### config.mk
export PLATFORM = sky130hd
export DESIGN_NAME = uart_tx_flat
export DESIGN_NICKNAME = d
export VERILOG_FILES = /design/src/rtl/uart_tx_if.sv /design/src/rtl/uart_tx.sv /design/src/flat_wrapper.sv
export SDC_FILE = /design/constraint.sdc
export NUM_CORES = 1
export LEC_CHECK = 0
export CAP_MARGIN = 25
export CORE_MARGIN = 4
export CORE_UTILIZATION = 45
export DETAILED_ROUTE_END_ITERATION = 7
export GPL_ROUTABILITY_DRIVEN = 1
export PLACE_DENSITY = 0.68
export SKIP_LAST_GASP = 1
export SLEW_MARGIN = 10
export SYNTH_ARGS = -nofsm -noshare
export SYNTH_HDL_FRONTEND = slang
export SYNTH_SLANG_ARGS = --single-unit
### constraint.sdc
create_clock -name clk -period 2.1 [get_ports clk]
set_input_delay 0.42 -clock clk [delete_from_list [all_inputs] [get_ports clk]]
set_output_delay 0.42 -clock clk [all_outputs]
set_load 0.1 [all_outputs]
### src/rtl/uart_tx_if.sv
// UART transmitter handshake bundle: request/data from the client, serial line and status back.
interface uart_tx_if;
  logic       tx_start;
  logic [7:0] tx_data;
  logic       tx;
  logic       tx_busy;
  logic       tx_done;

  // Client side: issues requests and observes the line/status.
  modport master (
    output tx_start, tx_data,
    input  tx, tx_busy, tx_done
  );

  // Transmitter side.
  modport slave (
    input  tx_start, tx_data,
    output tx, tx_busy, tx_done
  );
endinterface

### src/rtl/uart_tx.sv
// 8N1 UART transmitter: start bit, 8 data bits LSB first, one stop bit,
// each bit held for CLKS_PER_BIT clocks. All outputs are registered.
module uart_tx #(
  parameter int CLKS_PER_BIT = 5208
) (
  input  logic     clk,
  input  logic     reset,
  uart_tx_if.slave bus
);

  localparam int CNT_W = (CLKS_PER_BIT > 1) ? $clog2(CLKS_PER_BIT) : 1;
  localparam logic [CNT_W-1:0] CNT_LAST = CNT_W'(CLKS_PER_BIT - 1);

  typedef enum logic [1:0] {IDLE, START, DATA, STOP} state_t;

  state_t           state_q, state_n;
  logic [CNT_W-1:0] cnt_q, cnt_n;
  logic [2:0]       idx_q, idx_n;
  logic [7:0]       shreg_q, shreg_n;
  logic             tx_q, tx_n;
  logic             busy_q, busy_n;
  logic             done_q, done_n;
  logic             bit_end;

  assign bit_end = (cnt_q == CNT_LAST);

  // State, counters, shift register and registered outputs.
  always_ff @(posedge clk or negedge reset) begin
    if (!reset) begin
      state_q <= IDLE;
      cnt_q   <= '0;
      idx_q   <= '0;
      shreg_q <= '0;
      tx_q    <= 1'b1;
      busy_q  <= 1'b0;
      done_q  <= 1'b0;
    end else begin
      state_q <= state_n;
      cnt_q   <= cnt_n;
      idx_q   <= idx_n;
      shreg_q <= shreg_n;
      tx_q    <= tx_n;
      busy_q  <= busy_n;
      done_q  <= done_n;
    end
  end

  // Next-state and next-output logic; outputs are computed one edge ahead
  // so the registered line changes exactly on bit boundaries.
  always_comb begin
    state_n = state_q;
    cnt_n   = cnt_q;
    idx_n   = idx_q;
    shreg_n = shreg_q;
    tx_n    = tx_q;
    busy_n  = busy_q;
    done_n  = 1'b0;
    case (state_q)
      IDLE: begin
        cnt_n  = '0;
        idx_n  = '0;
        tx_n   = 1'b1;
        busy_n = 1'b0;
        if (bus.tx_start) begin
          state_n = START;
          shreg_n = bus.tx_data;
          tx_n    = 1'b0;
          busy_n  = 1'b1;
        end
      end
      START: begin
        busy_n = 1'b1;
        if (bit_end) begin
          cnt_n   = '0;
          state_n = DATA;
          tx_n    = shreg_q[0];
        end else begin
          cnt_n = cnt_q + CNT_W'(1);
        end
      end
      DATA: begin
        busy_n = 1'b1;
        if (bit_end) begin
          cnt_n = '0;
          if (idx_q == 3'd7) begin
            state_n = STOP;
            idx_n   = '0;
            tx_n    = 1'b1;
          end else begin
            idx_n   = idx_q + 3'd1;
            shreg_n = {1'b0, shreg_q[7:1]};
            tx_n    = shreg_q[1];
          end
        end else begin
          cnt_n = cnt_q + CNT_W'(1);
        end
      end
      STOP: begin
        busy_n = 1'b1;
        if (bit_end) begin
          cnt_n  = '0;
          done_n = 1'b1;
          busy_n = 1'b0;
          // A pending request here starts the next start bit with no idle
          // gap; busy drops for the single done cycle and returns next edge.
          if (bus.tx_start) begin
            state_n = START;
            shreg_n = bus.tx_data;
            tx_n    = 1'b0;
          end else begin
            state_n = IDLE;
            tx_n    = 1'b1;
          end
        end else begin
          cnt_n = cnt_q + CNT_W'(1);
        end
      end
      default: begin
        state_n = IDLE;
        cnt_n   = '0;
        idx_n   = '0;
        tx_n    = 1'b1;
        busy_n  = 1'b0;
      end
    endcase
  end

  assign bus.tx      = tx_q;
  assign bus.tx_busy = busy_q;
  assign bus.tx_done = done_q;

endmodule

### src/flat_wrapper.sv
// flat-port wrapper written by rule: the top's interface ports become plain ports
module uart_tx_flat 
#(
  parameter int CLKS_PER_BIT = 5208
)
  (clk, reset, bus_tx_start, bus_tx_data, bus_tx, bus_tx_busy, bus_tx_done);
  uart_tx_if bus_i ();
  input  logic clk;
  input  logic reset;
  input wire logic [$bits(bus_i.tx_start)-1:0] bus_tx_start;
  input wire logic [$bits(bus_i.tx_data)-1:0] bus_tx_data;
  output wire logic [$bits(bus_i.tx)-1:0] bus_tx;
  output wire logic [$bits(bus_i.tx_busy)-1:0] bus_tx_busy;
  output wire logic [$bits(bus_i.tx_done)-1:0] bus_tx_done;
  assign bus_i.tx_start = bus_tx_start;
  assign bus_i.tx_data = bus_tx_data;
  assign bus_tx = bus_i.tx;
  assign bus_tx_busy = bus_i.tx_busy;
  assign bus_tx_done = bus_i.tx_done;
  uart_tx #(.CLKS_PER_BIT(CLKS_PER_BIT)) u_core (.clk(clk), .reset(reset), .bus(bus_i));
endmodule
Gate-type map:
(8 px per um)
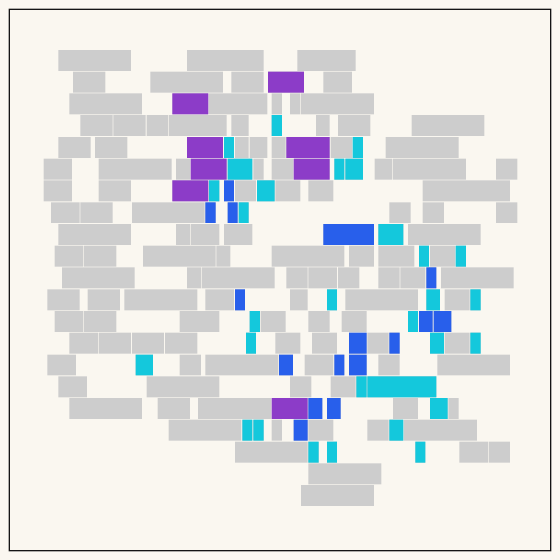
[fa/ha/maj cells] purple | cells: 8 | most used: ha_1
[nand cells] blue | cells: 16 | most used: nand2_1
[nor cells] cyan | cells: 30 | most used: nor2_1
Final Non-Filler Cells: 215
multi-input gate share of total cell area: 43.27%
Commonest Layout Cell: dfrtp_1

Routed clock nets over the placement:
(6 px per um)
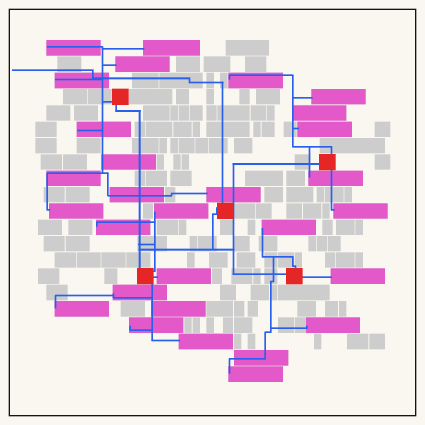
[clock drivers] red | count: 5
[flip-flops] magenta | count: 29
[clock wires] blue | length: 421 um
flops lie: spread over the die
Clock Power: 0.000491 W
clock skew: 0.01115 ns
clk latency late pin: 0.34 ns
clock share of power: 44.5%

Routed metal per tile:
(6 px per um) The die is cut into 13 by 13 equal tiles; white is low, dark blue is high, scaled to the fullest tile. Values are wire area over tile area, all layers added.
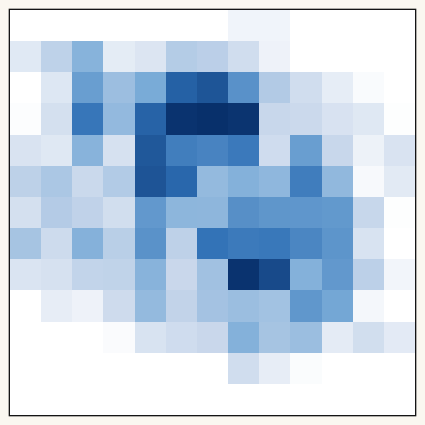
emptiest ninth of the die: south-west
densest ninth of the die: centre
fullest tile: 0.39
mean over tiles: 0.11
WL per Instance: 14.03 um
All-Layer GR Usage: 15.94%
vias: 1137
Post-Route WL: 3016 um

==> results.json <==
{
  "yosysCellCount": 145,
  "fp_nets": 164,
  "dr_wl_met3_um": 132,
  "logic_area_sq_um": 833.3,
  "ys_sh_aoi_pct": 5.892,
  "rr_endpoint": "u_core.shreg_q[5]",
  "synth_seq_share_pct": 45.64,
  "synth_area_sq_um": 1593,
  "switching_share_pct": 21.13,
  "synthTopCellsByCount": "28 x dfrtp_1, 20 x nor2_1, 17 x mux2_2",
  "areaGrowthSynthToFinish_pct": 20.90,
  "clock-sinks": 29,
  "top_cell_area_share_pct": 43.99,
  "n_clock_buffer": 6,
  "io_pins": 14,
  "ff_type": "dfrtp_1",
  "cp_top_family": "adder cells",
  "async_flop_share_pct": 100.0,
  "buffer_area_share_pct": 10.40,
  "p_seq_share_pct": 50.8,
  "p_int_w": 0.0008703,
  "worst_hold_slack_ns": 0.4505,
  "grt_pass1_wl_um": 5250,
  "num-nonclk-inverters": 5,
  "power.density_nw_per_um2": 573.1,
  "rows": 21,
  "synth_area_per_cell_sq_um": 10.98,
  "h-tree-depth": 2,
  "worstMarginPinSlew_ns": 0.3991,
  "clkSlewWorstSetupHoldPaths_ns": 0.10,
  "cts_resized": 0,
  "rr_worst_depth": 7,
  "gr-usage-met1_pct": 19.16,
  "synth_flops": 29,
  "period_needed_ns": 1.964,
  "ys_warn_count": 0,
  "drtIter0Drc": 44,
  "cp.buffers_inverters": 1,
  "status": "complete, no violations",
  "final_area_sq_um": 1926,
  "finalNetCount": 187,
  "overflow": 0,
  "fmax_mhz": 509.2,
  "taps": 46,
  "synth-edff-count": 0,
  "dp_hpwl_um": 2143,
  "ys_sh_simple_pct": 19.87,
  "cts-root-buf": "clkbuf_4",
  "worstPathMaxFanout": 8,
  "p_total_w": 0.001103,
  "cap_violations": 0,
  "placed_cell_area_sq_um": 1812,
  "via_per_inst": 5.288,
  "grt_max_degree": 30,
  "cp.depth": 7,
  "die_y_um": 67.50,
  "endpoint": "u_core.shreg_q[5]",
  "ir_drop_v": 0.0002363,
  "top_cells_by_area": "dfrtp_1 44%, mux2_2 12%, ha_1 6.3%, nor2_1 4.7%, xnor2_1 3.3%",
  "grt_util_met2_pct": 24.67,
  "startpoint": "u_core.idx_q[0]",
  "path_class": "reg2reg",
  "finalSetupTns_ns": 0,
  "ant_nets": 0,
  "dp_worst_setup_slack_ns": 0.005973,
  "filler_cell_count": 291,
  "p_comb_share_pct": 4.7,
  "crit_path_end_kind": "flip-flop",
  "worst_slew_margin_rel_pct": 73.15,
  "clk_share_pct": 4.613,
  "synth.largest_area_cell": "dfrtp_1",
  "rsz0062_at_grt": "no",
  "maxSlewViolCount": 0,
  "wl_met1_um": 1395,
  "cpMostUsedCell": "ha_1",
  "holdBufCountCts": 0,
  "cp.arrival_ns": 2.20,
  "logic_family": "simple AND/OR/NAND/NOR gates",
  "place_congestion": 0.8017,
  "routed.top_layer": "met4",
  "rr_startpoint": "u_core.idx_q[0]",
  "finalSetupViolations": 0,
  "crit_required_ns": 2.33,
  "ff_count": 29
}
-- flip-flops by register name (all words and copies together), names as in the netlist --
name / flops
u_core.bus.tx_done: 1
u_core.bus.tx_busy: 1
u_core.shreg_q: 8
u_core.cnt_q: 13
u_core.bus.tx: 1
u_core.state_q: 2
u_core.idx_q: 3
-- placed cells by master, fill, tap and decap left out, drive strengths merged, types with 2 or more instances in the layout --
cell and n:
and4 2, mux2i 3, buf 10, nor3 3, nor2b 4, and3 2
nand4 3, o21ai 5, mux2 17, nand2 7, nor4b 2, dfrtp 28
nand3 6, xnor2 6, nor2 20, a211oi 2, xor2 5, inv 5
or2 2, clkdlybuf4s50 10, ha 8, a21oi 2, clkbuf 6
No activity file was given, so power comes from the tool's default toggle rates.
